<file path="src/rtl/johnson_pkg.sv">
// -----------------------------------------------------------------------------
// johnson_pkg
// Shared definitions for Johnson-code producers and consumers:
//   - decoder FSM state constants (UNLOCKED / ACQUIRE / LOCKED)
//   - jc_legal : code has at most one adjacent-bit transition
//   - jc_index : code -> state index (0 .. 2n-1)
//   - jc_next  : successor code (right shift, inverted LSB into MSB)
// The functions work on a JC_MAXW-bit container plus the active width n so
// that one definition serves every instance width up to JC_MAXW.
// -----------------------------------------------------------------------------
package johnson_pkg;

  localparam int JC_MAXW = 64;  // widest supported Johnson code
  localparam int JC_IDXW = 8;   // container width for counts and indices

  typedef logic [1:0] jc_state_t;

  localparam jc_state_t UNLOCKED = 2'd0;
  localparam jc_state_t ACQUIRE  = 2'd1;
  localparam jc_state_t LOCKED   = 2'd2;

  // A Johnson code is one run of 1s and one run of 0s, so at most one
  // adjacent pair of bits may differ. All-0 and all-1 have zero transitions.
  function automatic logic jc_legal(input logic [JC_MAXW-1:0] code, input int n);
    logic [JC_IDXW-1:0] trans;
    trans = '0;
    for (int i = 0; i < JC_MAXW - 1; i++) begin
      if (i < n - 1) begin
        trans = trans + {{(JC_IDXW-1){1'b0}}, code[i+1] ^ code[i]};
      end else begin
        trans = trans;
      end
    end
    return (trans <= 8'd1);
  endfunction

  // Filling phase (MSB set) has index = number of 1s; draining phase counts
  // down from 2n. The pc == 0 branch replaces the "mod 2n" so no divider is
  // needed.
  function automatic logic [JC_IDXW-1:0] jc_index(input logic [JC_MAXW-1:0] code,
                                                  input int n);
    logic [JC_IDXW-1:0] pc;
    logic [JC_IDXW-1:0] two_n;
    logic [JC_IDXW-1:0] idx;
    pc    = '0;
    two_n = JC_IDXW'(2 * n);
    for (int i = 0; i < JC_MAXW; i++) begin
      if (i < n) begin
        pc = pc + {{(JC_IDXW-1){1'b0}}, code[i]};
      end else begin
        pc = pc;
      end
    end
    if (code[n-1]) begin
      idx = pc;
    end else if (pc == '0) begin
      idx = '0;
    end else begin
      idx = two_n - pc;
    end
    return idx;
  endfunction

  // Next code in the sequence: shift right, feed ~LSB into bit n-1.
  function automatic logic [JC_MAXW-1:0] jc_next(input logic [JC_MAXW-1:0] code,
                                                 input int n);
    logic [JC_MAXW-1:0] nxt;
    nxt = '0;
    for (int i = 0; i < JC_MAXW - 1; i++) begin
      if (i < n - 1) begin
        nxt[i] = code[i+1];
      end else begin
        nxt[i] = 1'b0;
      end
    end
    nxt[n-1] = ~code[0];
    return nxt;
  endfunction

endpackage

</file>
<file path="src/rtl/johnson_decode_comb.sv">
// -----------------------------------------------------------------------------
// johnson_decode_comb
// Purely combinational Johnson-code classifier.
// Ports:
//   i_code  [N-1:0]  Johnson code sample
//   o_legal          code is one of the 2N legal codes
//   o_index [IW-1:0] decoded state index (meaningful only when o_legal)
// -----------------------------------------------------------------------------
module johnson_decode_comb
  import johnson_pkg::*;
#(
  parameter int N = 4,
  localparam int IW = $clog2(2 * N)
) (
  input  logic [N-1:0]  i_code,
  output logic          o_legal,
  output logic [IW-1:0] o_index
);

  logic [JC_MAXW-1:0] w_code_ext;
  logic [JC_IDXW-1:0] w_idx_full;
  logic               w_idx_fits;
  logic               w_legal_raw;

  // Zero-extend the sample into the package function container.
  always_comb begin
    w_code_ext         = '0;
    w_code_ext[N-1:0]  = i_code;
  end

  // Classify and decode the sample.
  always_comb begin
    w_legal_raw = jc_legal(w_code_ext, N);
    w_idx_full  = jc_index(w_code_ext, N);
    // A legal code always decodes below 2N; any high bit set would mean a
    // corrupted decode, so it is treated as illegal rather than truncated.
    w_idx_fits  = ((w_idx_full >> IW) == '0);
    o_legal     = w_legal_raw & w_idx_fits;
    o_index     = w_idx_full[IW-1:0];
  end

endmodule

</file>
<file path="src/rtl/johnson_decoder.sv">
// -----------------------------------------------------------------------------
// johnson_decoder
// Decodes a sampled Johnson-coded bus to a binary index and monitors the
// sequence: legality, correct succession, lock tracking and a saturating
// error count. All outputs are registered (one cycle after a valid sample).
// Ports:
//   clk          rising-edge clock
//   rst          asynchronous active-high reset
//   code_in      [N-1:0] Johnson code sample
//   code_valid   code_in is sampled this cycle
//   clr_err      synchronous clear of err_count (wins over an increment)
//   index        [IW-1:0] last legal decoded index
//   index_valid  one-cycle pulse per sample
//   illegal      last sample was not a legal code
//   seq_err      last sample was legal but not the expected successor while locked
//   locked       sequence lock achieved
//   err_count    [ERR_W-1:0] saturating count of illegal and seq_err events
// -----------------------------------------------------------------------------
module johnson_decoder
  import johnson_pkg::*;
#(
  parameter int N        = 4,
  parameter int LOCK_CNT = 3,
  parameter int ERR_W    = 8,
  localparam int IW      = $clog2(2 * N)
) (
  input  logic             clk,
  input  logic             rst,
  input  logic [N-1:0]     code_in,
  input  logic             code_valid,
  input  logic             clr_err,
  output logic [IW-1:0]    index,
  output logic             index_valid,
  output logic             illegal,
  output logic             seq_err,
  output logic             locked,
  output logic [ERR_W-1:0] err_count
);

  localparam int GW = 4;  // holds LOCK_CNT up to 15

  // Registered state and outputs
  jc_state_t        r_state;
  logic [IW-1:0]    r_index;
  logic [GW-1:0]    r_good_cnt;
  logic             r_index_valid;
  logic             r_illegal;
  logic             r_seq_err;
  logic             r_locked;
  logic [ERR_W-1:0] r_err_count;

  // Decode results and next-state values
  logic             w_legal;
  logic [IW-1:0]    w_dec_index;
  logic [IW-1:0]    w_exp;
  logic             w_match;
  logic [GW-1:0]    w_good_inc;
  jc_state_t        w_state_nxt;
  logic [IW-1:0]    w_index_nxt;
  logic [GW-1:0]    w_good_nxt;
  logic             w_valid_nxt;
  logic             w_illegal_nxt;
  logic             w_seq_err_nxt;
  logic             w_locked_nxt;
  logic [ERR_W-1:0] w_err_nxt;

  johnson_decode_comb #(
    .N (N)
  ) u_decode (
    .i_code  (code_in),
    .o_legal (w_legal),
    .o_index (w_dec_index)
  );

  // Expected successor of the last legal index, wrapping 2N-1 back to 0.
  always_comb begin
    if (r_index == IW'(2 * N - 1)) begin
      w_exp = '0;
    end else begin
      w_exp = r_index + {{(IW-1){1'b0}}, 1'b1};
    end
    w_match    = (w_dec_index == w_exp);
    w_good_inc = r_good_cnt + {{(GW-1){1'b0}}, 1'b1};
  end

  // Lock FSM and per-sample flag generation.
  always_comb begin
    w_state_nxt   = r_state;
    w_index_nxt   = r_index;
    w_good_nxt    = r_good_cnt;
    w_locked_nxt  = r_locked;
    w_valid_nxt   = 1'b0;
    w_illegal_nxt = 1'b0;
    w_seq_err_nxt = 1'b0;
    if (code_valid) begin
      w_valid_nxt = 1'b1;
      if (!w_legal) begin
        // Any illegal code drops tracking; the index keeps the last legal value.
        w_illegal_nxt = 1'b1;
        w_state_nxt   = UNLOCKED;
        w_good_nxt    = '0;
        w_locked_nxt  = 1'b0;
      end else begin
        w_index_nxt = w_dec_index;
        case (r_state)
          UNLOCKED: begin
            w_good_nxt   = '0;
            w_state_nxt  = ACQUIRE;
            w_locked_nxt = 1'b0;
          end
          ACQUIRE: begin
            if (w_match) begin
              w_good_nxt = w_good_inc;
              if (w_good_inc >= GW'(LOCK_CNT)) begin
                w_state_nxt  = LOCKED;
                w_locked_nxt = 1'b1;
              end else begin
                w_state_nxt  = ACQUIRE;
              end
            end else begin
              // New reference point; no error is flagged while acquiring.
              w_good_nxt  = '0;
              w_state_nxt = ACQUIRE;
            end
          end
          LOCKED: begin
            if (w_match) begin
              w_state_nxt = LOCKED;
            end else begin
              // Includes a repeated code from a stalled source.
              w_seq_err_nxt = 1'b1;
              w_good_nxt    = '0;
              w_state_nxt   = ACQUIRE;
              w_locked_nxt  = 1'b0;
            end
          end
          default: begin
            w_good_nxt   = '0;
            w_state_nxt  = UNLOCKED;
            w_locked_nxt = 1'b0;
          end
        endcase
      end
    end else begin
      w_valid_nxt = 1'b0;
    end
  end

  // Saturating error counter; clear wins over a same-cycle increment.
  always_comb begin
    if (clr_err) begin
      w_err_nxt = '0;
    end else if ((w_illegal_nxt || w_seq_err_nxt) && (r_err_count != {ERR_W{1'b1}})) begin
      w_err_nxt = r_err_count + {{(ERR_W-1){1'b0}}, 1'b1};
    end else begin
      w_err_nxt = r_err_count;
    end
  end

  // State and output registers.
  always_ff @(posedge clk or posedge rst) begin
    if (rst) begin
      r_state       <= UNLOCKED;
      r_index       <= '0;
      r_good_cnt    <= '0;
      r_index_valid <= 1'b0;
      r_illegal     <= 1'b0;
      r_seq_err     <= 1'b0;
      r_locked      <= 1'b0;
      r_err_count   <= '0;
    end else begin
      r_state       <= w_state_nxt;
      r_index       <= w_index_nxt;
      r_good_cnt    <= w_good_nxt;
      r_index_valid <= w_valid_nxt;
      r_illegal     <= w_illegal_nxt;
      r_seq_err     <= w_seq_err_nxt;
      r_locked      <= w_locked_nxt;
      r_err_count   <= w_err_nxt;
    end
  end

  assign index       = r_index;
  assign index_valid = r_index_valid;
  assign illegal     = r_illegal;
  assign seq_err     = r_seq_err;
  assign locked      = r_locked;
  assign err_count   = r_err_count;

endmodule

</file>
<file path="config.mk">
export PLATFORM = sky130hd
export DESIGN_NAME = johnson_decoder
export DESIGN_NICKNAME = d
export VERILOG_FILES = /design/src/rtl/johnson_pkg.sv /design/src/rtl/johnson_decode_comb.sv /design/src/rtl/johnson_decoder.sv
export SDC_FILE = /design/constraint.sdc
export NUM_CORES = 1
export LEC_CHECK = 0
export CAP_MARGIN = 20
export CORE_MARGIN = 4
export CORE_UTILIZATION = 57
export CTS_BUF_LIST = sky130_fd_sc_hd__clkbuf_16
export DETAILED_ROUTE_END_ITERATION = 12
export GPL_TIMING_DRIVEN = 0
export PLACE_DENSITY = 0.95
export SYNTH_ARGS = -nofsm -noshare
export SYNTH_HDL_FRONTEND = slang
export SYNTH_HIERARCHICAL = 1
export SYNTH_SLANG_ARGS = --single-unit
</file>
<file path="constraint.sdc">
create_clock -name clk -period 4.95 [get_ports clk]
set_clock_uncertainty 0.1 [all_clocks]
set_input_delay 0.7425 -clock clk [delete_from_list [all_inputs] [get_ports clk]]
set_output_delay 0.7425 -clock clk [all_outputs]
set_load 0.005 [all_outputs]
</file>
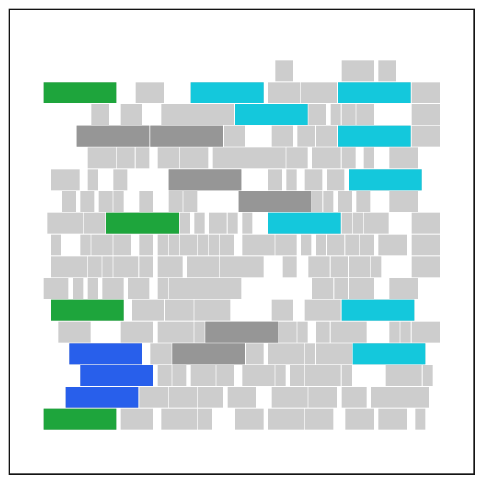
(run_1/ff_map.png)
Drawn at 8 px/µm. Other sequential cells in the stronger grey, the rest of the logic in the fainter grey.
cyan -> err_count  # flops 8
blue -> index  # flops 3
green -> r_good_cnt  # flops 4
register area: 526 µm²
Seq area share: 0.299
sequential power: 0.211 mW
Finished Core Util: 0.764

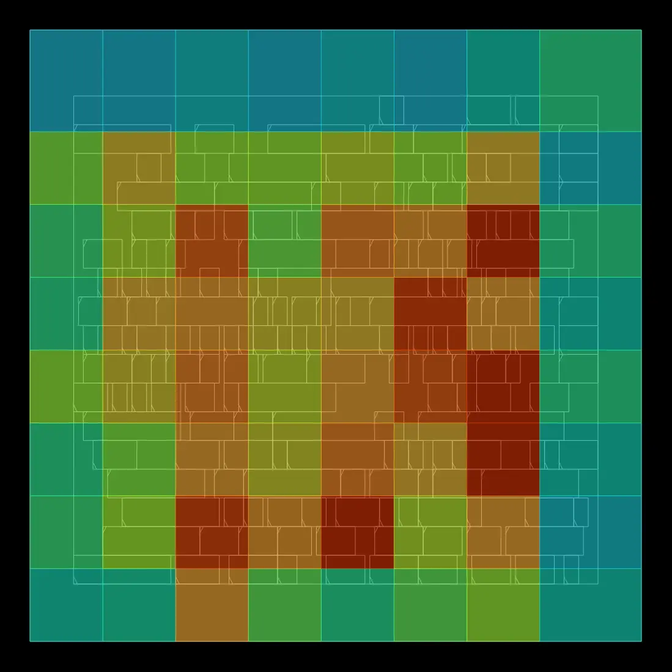
(run_1/congestion_map.png)
Total GRT Usage: 0.216
GRT met3 Usage: 0.0334

==> job_summary.md, run 1 <==
## PnR job results

| Metric | Value |
|---|---|
| Outcome | complete, no violations |
| Worst EP required | ~5000 ps |
| Largest net degree at the start of global routing | 22 |
| DRT Pass-1 Iters | 4 |
| Diodes inserted | 0 |
| Top cell area share | 0.370 |
| F_max | approximately 0.21 GHz |
| Fin. Hold Viols | 0 |
| PostCTS Resize Cnt | 0 |
| Slew Limit Headroom | 0.456 |
| Avg Vias per Cell | ~6.2 |
| Min Clock Period, post-route | 4710 ps |
| Post-Syn Nets | ~170 |
| Worst path max stage delay | roughly 600 ps |
| Chip Width | a little under 60 µm |
| CTS buffer count | 3 |
| Final wirelength | about 3.4 mm |
| Filler Cells Inserted | ~160 |
| Synthesis Warnings | 6 |
| Initial antenna violation count | 0 |
| Initial drt markers | 57 |
| Clk buf depth | 2 |
| Crit path depth | 17 |
| I/O pin cnt | 23 |
| Tool warnings | 29 |
| CP Cell Sequence | clkdlybuf4s50_1 > inv_1 > fa_1 > inv_1 > ha_1 > inv_1 > ha_1 > inv_1 > ha_1 > ha_1 > mux2_2 > xor2_1 > nor3_1 > and3b_4 > buf_6 > nor4_1 > mux2_2 |
| CP Buf/Inv Count | 6 |
| Arr. time, crit path | approximately 4700 ps |
| RR Startpoint | index[0] |
| CP max FO | 10 |
| Vias in the first global route | between 1,000 and 1,500 |
| Synth area leaders | dfrtp_1, ha_1, mux2_2, inv_1, a21oi_1 |
| LEAKAGE | ~0.76 nW |
| Cells on Worst Hold Path | 1 |
| Largest area contributor in the netlist | dfrtp_1 |
| Via count | around 1,300 |
| Power, Total | 0.637 mW |
| Cell variety after synth | roughly 44 |
| MaxCap Viol Count | 0 |
| Crit. End Element | flop |
| Root Driver | clkbuf_16 |
| Quantity of I/O buffers inserted on ports | 22 |
| Final RePlAce weighted congestion | roughly 0.8 |
| # DRC | 0 |
| Post-route ant nets | 0 |
| CTS tree | done |
| Grt ovf | 0 |
| Synth Instances | ~150 |
| Crit path launch type | input pin |
| RSZ-0062 raised after global routing | no |
| Power density cells | 363 nW/µm² |
| Latency at later pin | between 200 and 300 ps |
| Hold Path End | index[1] |
| Fp util | 0.619 |
| H-tree levels | 1 |
| Source of the critical timing path | code_in[3] |
| CP max-delay cell | clkdlybuf4s50_1 |
| Share of layout cells above drive strength 1 | 0.119 |
| Top_reg_cell synth | dfrtp_1 |
| First-pass GRT wire length | 5.82 mm |
| Worst-margin pin slew | just over 800 ps |
| Die area | roughly 3400 µm² |
| Reg2Reg Setup Slack | approximately 2400 ps |
| Fin Setup TNS | 0 ps |
| # setup viols final | 0 |
| Reg clk slew, reported paths | about 60 ps |
| Ys async rst share | 1.00 |
| Peak supply drop | between 0.3 and 0.4 mV |
| Fin. max-slew vios | 0 |
| Post-CTS Hold Buffers | 0 |
| R2R depth | 8 |
| Hold wc startpoint | index[1] |
| Tcrit/Tclk final | 0.951 |
| Die Y | between 50 and 60 µm |
| Post-CTS setup repair buffer count | 0 |
| Synthesis area per yosys | 1420 µm² |
| CTS Sinks | 21 |
| Fin nets | 198 |
| Delay-heaviest family, CP | adder cells |
| Drt wl/cell | between 15 and 20 µm |
| CP Class | in2reg |
| Mapped Area | roughly 1400 µm² |
| Hold Crit Class | reg2reg |
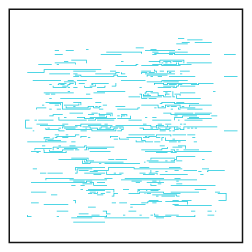
(run_1/m1.png)
Drawn at 4 px/µm.
main direction = horizontal
nets with wire on the layer = 173
share of all routed wire = 40%

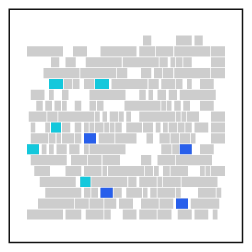
(run_1/gates.png)
Drawn at 4 px/µm.
cyan -> non-inverting ao/oa cells  # cells 5, where west
blue -> xor and xnor cells  # cells 4
Post-Layout Cell Count: 204
dominant logic cell type in the layout: clkdlybuf4s50_1

==> run 1: registers in the layout (all words and copies together) (netlist names) <==
register / flops
err_count: 8
r_good_cnt: 4
index: 3
r_state: 2
illegal: 1
index_valid: 1
locked: 1
seq_err: 1
==> run 1: final cells by class <==
class / instances / area, µm² / share of cell area
plain buffers: 3 / 18.8 / 0.0107
clock buffers: 3 / 75.1 / 0.0428
clock inverters: 1 / 3.75 / 0.00214
inverters: 15 / 56.3 / 0.0321
multi-input cells: 111 / 821 / 0.468
flip-flops and latches: 21 / 526 / 0.299
well taps: 28 / 35.0 / 0.0200
repair buffers: 22 / 220 / 0.125
==> run 1: kinds of logic after synthesis <==
logic type	count (synthesis)	synth area share
AOI/OAI and AO/OA	33	0.151
xor gates and xnor gates	4	0.0247
adders and majority gates	13	0.120
buffers and inverters	18	0.0528
DFF	21	0.370
muxes	8	0.0625
and+or+nand+nor	53	0.219
==> run 1: per-stage QoR <==
stage	hold WS, ps	area (µm²)	cells
6_report	450	1760	204
3_3_place_gp	425	1680	200
4_1_cts	449	1760	204
3_5_place_dp	435	1680	200
2_1_floorplan	414	1420	150
5_1_grt	464	1760	204
==> run 1: metal layers <==
layer  GRT usage  part of all wire  vias up
li1            -                 -      586
met1       0.249              0.40      621
met2       0.397              0.54       47
met3      0.0334             0.042       10
met4      0.0861             0.022        0
met5           0                 0        -
==> run 1: synthesized netlist by cell type (all sizes together) (2+ instances only) <==
master / number
dfrtp: 21
inv: 15
ha: 12
nand2: 10
a21oi: 9
nor2: 8
o21ai: 8
mux2: 7
nand2b: 5
nand3: 5
nor2b: 4
nor3: 4
o31ai: 4
or4: 4
xor2: 3
a21boi: 2
a22o: 2
clkbuf: 2
nand4: 2
nor4: 2
or2: 2
==> run 1: where the power goes <==
| group | internal (mW) | leakage [nW] | switching [mW] |
|---|---|---|---|
| logic | 0.122 | 0.436 | 0.134 |
| registers | 0.191 | 0.282 | 0.0203 |
| clock network | 0.108 | 0.0423 | 0.0616 |
==> run 1: worst max-delay path by stage <==
stage              endpoint  slack, ps
3_5_place_dp   err_count[6]         50
5_1_grt        err_count[6]         20
6_report       err_count[6]        240
2_1_floorplan  err_count[5]       1090
4_1_cts        err_count[6]        290
3_3_place_gp   err_count[6]        350
--- run 2 (diff from run 1) ---
--- a/config.mk
+++ b/config.mk
@@ -5,6 +5,7 @@
 export SDC_FILE = /design/constraint.sdc
 export NUM_CORES = 1
 export LEC_CHECK = 0
+export ABC_AREA = 0
 export CAP_MARGIN = 20
 export CORE_MARGIN = 4
 export CORE_UTILIZATION = 57
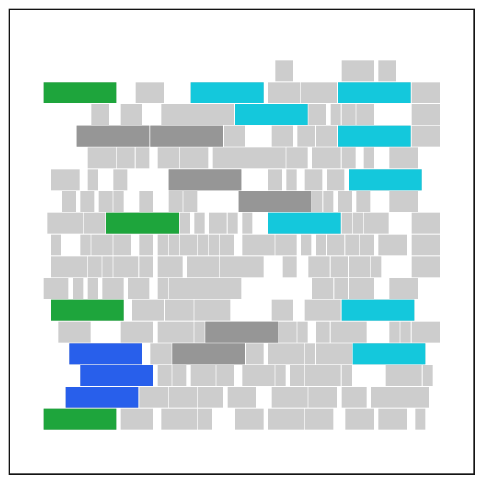
(run_2/ff_map.png)
Drawn at 8 px/µm. Other sequential cells in the stronger grey, the rest of the logic in the fainter grey.
green -> r_good_cnt  # flops 4
blue -> index  # flops 3
cyan -> err_count  # flops 8

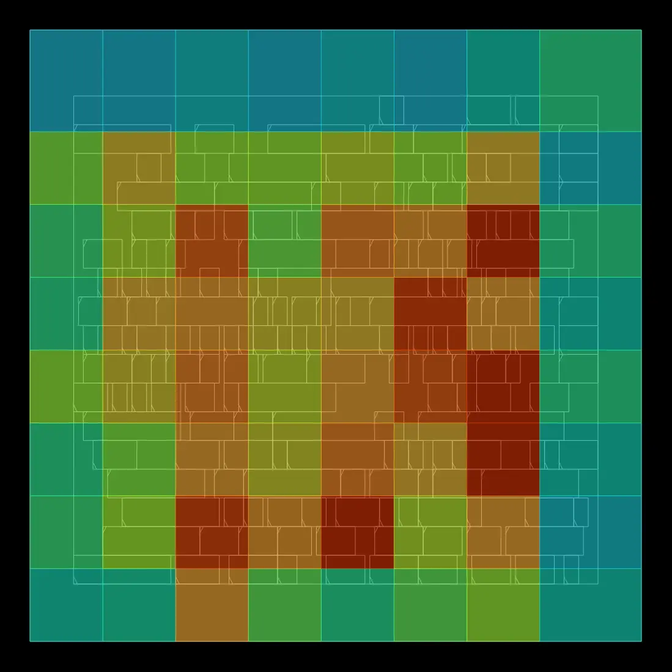
(run_2/congestion_map.png)
met1 usage in global routing: 0.249
drt wl/cell: 16.5 µm

==> run 2 against run 1 <==
  * Sequential share of layout area did not move
  * Synthesized cell count unchanged
  * Area after synthesis unchanged
  * Flip-flop count stayed put
  * Largest power group unchanged
  * Hold slack is the same
  * Via count stayed put
==> job_summary.md, run 2 <==
## PnR job results

| Metric | Value |
|---|---|
| Crit. End Element | flop |
| Source of the critical timing path | code_in[3] |
| I/O pin cnt | 23 (unchanged) |
| PostCTS Resize Cnt | 0 (unchanged) |
| Crit path launch type | input pin |
| RSZ-0062 raised after global routing | no |
| Synthesized area per cell | around 9.5 µm² |
| MaxCap Viol Count | 0 (unchanged) |
| Hold Crit Class | reg2reg |
| Largest net degree at the start of global routing | 22 (unchanged) |
| Via count | 1,264 (unchanged) |
| Core Area | between 2000 and 2500 µm² |
| First-pass GRT wire length | 5.82 mm (unchanged) |
| Final RePlAce weighted congestion | 0.812 (unchanged) |
| Synth Instances | 150 (unchanged) |
| Design area | 1760 µm² (unchanged) |
| Top cell area share | 0.370 (unchanged) |
| Placed insts | 200 (unchanged) |
| Synthesis-to-layout area growth | 23.5% |
| R2R depth | 8 (unchanged) |
| Post-CTS Hold Buffers | 0 (unchanged) |
| Final wirelength | 3.36 mm (unchanged) |
| Synthesis Warnings | 6 (unchanged) |
| F_max | 0.213 GHz (unchanged) |
| Post-route ant nets | 0 (unchanged) |
| Power, Total | 0.637 mW (unchanged) |
| Count leader, synth | dfrtp_1 |
| Synth area leaders | dfrtp_1, ha_1, mux2_2, inv_1, a21oi_1 |
| Peak supply drop | 0.317 mV (unchanged) |
| CTS tree | done |
| Tcrit/Tclk final | 0.951 (unchanged) |
| Register area | 526 µm² (unchanged) |
| Post-Layout Cell Count | 204 (unchanged) |
| Most frequent cells after synthesis | dfrtp_1, inv_1, ha_1, nand2_1, a21oi_1 |
| Outcome | complete, no violations |
| Fin nets | 198 (unchanged) |
| Initial drt markers | 57 (unchanged) |
| Root Driver | clkbuf_16 |
| Share of layout cells above drive strength 1 | 0.119 (unchanged) |
| Synthesis area per yosys | 1420 µm² (unchanged) |
| Gate Area | 821 µm² (unchanged) |
| Number of flip-flops under the largest register name | 8 (unchanged) |
| Reg2Reg Setup Slack | 2350 ps (about the same) |
| Slew Limit Headroom | 0.456 (unchanged) |
| Avg Vias per Cell | 6.20 (unchanged) |
| Filler Cells Inserted | 162 (unchanged) |
| DP HPWL | ~2.6 mm |
| Fp util | 0.619 (unchanged) |
| RR Startpoint | index[0] |
| Largest area contributor in the netlist | dfrtp_1 |
| Reg clk slew, reported paths | 60 ps (about the same) |
| Clk buf depth | 2 (unchanged) |
| Cell variety after synth | 44 (unchanged) |
| Post-Syn Nets | 171 (unchanged) |
| CP max FO | 10 (unchanged) |
| Fin. Hold Viols | 0 (unchanged) |
| Total GRT Usage | 0.216 (unchanged) |
| Tool warnings | 29 (unchanged) |
| Fin. max-slew vios | 0 (unchanged) |
| Worst setup endpoint | err_count[6] |
| Worst-margin pin slew | 815 ps (unchanged) |
| CP Class | in2reg |
| Worst EP required | 4980 ps (about the same) |
| Latency at later pin | 250 ps (about the same) |
| Arr. time, crit path | 4740 ps (about the same) |
| Chip Width | 57.9 µm (unchanged) |
| Die area | 3360 µm² (unchanged) |
| Initial antenna violation count | 0 (unchanged) |
| LEAKAGE | 0.760 nW (unchanged) |
| Vias in the first global route | 1,303 (unchanged) |
| Rows | 17 |
| Fin Setup TNS | 0 ps (unchanged) |
| Top_reg_cell synth | dfrtp_1 |
| Diodes inserted | 0 (unchanged) |
| CTS Sinks | 21 (unchanged) |
| Placed standard-cell area | 1680 µm² (unchanged) |
| Grt ovf | 0 (unchanged) |
| Post-CTS setup repair buffer count | 0 (unchanged) |
| Power density cells | 363 nW/µm² (unchanged) |
| Die Y | 57.9 µm (unchanged) |
| CTS buffer count | 3 (unchanged) |
| Min Clock Period, post-route | 4710 ps (unchanged) |
| # setup viols final | 0 (unchanged) |
| Quantity of I/O buffers inserted on ports | 22 (unchanged) |
| # DRC | 0 (unchanged) |
| Ys async rst share | 1.00 (unchanged) |
| Dominant logic cell type in the layout | clkdlybuf4s50_1 |
| DRT Pass-1 Iters | 4 (unchanged) |
| H-tree levels | 1 (unchanged) |
| Mapped Area | 1420 µm² (unchanged) |
## run 2: power breakdown
group	switching, mW	total [mW]	internal [mW]
sequential	0.0203	0.211	0.191
combinational	0.134	0.257	0.122
clock	0.0616	0.169	0.108
total	0.216	0.637	0.421
## run 2: how the worst min path moves through the flow
stage	slack (ps)	to	cells past startpoint	from
after detailed placement	430	locked	2	locked
after global routing	460	index[1]	1	index[1]
after CTS	450	locked	2	locked
final	450	index[1]	1	index[1]
after global placement	430	index[1]	1	index[1]
after floorplan	410	locked	2	locked
## run 2: worst max-delay path, stage by stage
cell and delay (ps):
clkdlybuf4s50_1 590, inv_1 130, fa_1 440, inv_1 80, ha_1 180, inv_1 60
ha_1 260, inv_1 50, ha_1 200, ha_1 260, mux2_2 290, xor2_1 180
nor3_1 110, and3b_4 200, buf_6 130, nor4_1 430, mux2_2 390
## run 2: cell type report
class                      count  area share
timing repair buffer          22       0.125
tap                           28      0.0200
inverter                      15      0.0321
buffer                         3      0.0107
multi-input combinational    111       0.468
clock inverter                 1     0.00214
clock buffer                   3      0.0428
sequential                    21       0.299
## run 2: cells by family (layout without fill, tap and decap cells)
| group | Yosys count | in the layout | synth area share |
|---|---|---|---|
| simple gates | 53 | 53 | 0.219 |
| compound gates | 33 | 33 | 0.151 |
| flops | 21 | 21 | 0.370 |
| buf+inv | 18 | 44 | 0.0528 |
| fa+ha+maj | 13 | 13 | 0.120 |
| mux | 8 | 8 | 0.0625 |
| xor+xnor | 4 | 4 | 0.0247 |
## run 2: per-stage QoR
stage / setup slack (ps) / hold slack (ps) / utilization
4_1_cts: 290 / 449 / 0.764
5_1_grt: 16.4 / 464 / 0.764
3_5_place_dp: 50.3 / 435 / 0.730
6_report: 245 / 450 / 0.764
2_1_floorplan: 1090 / 414 / -
3_3_place_gp: 349 / 425 / 0.730
## run 2: layer usage
layer  vias up  global-route usage  wire (µm)
li1        586                   -          -
met1       621               0.249       1330
met2        47               0.397       1820
met3        10              0.0334        142
met4         0              0.0861         73
met5         -                   0          0
Power is estimated from default activity; no workload was simulated.
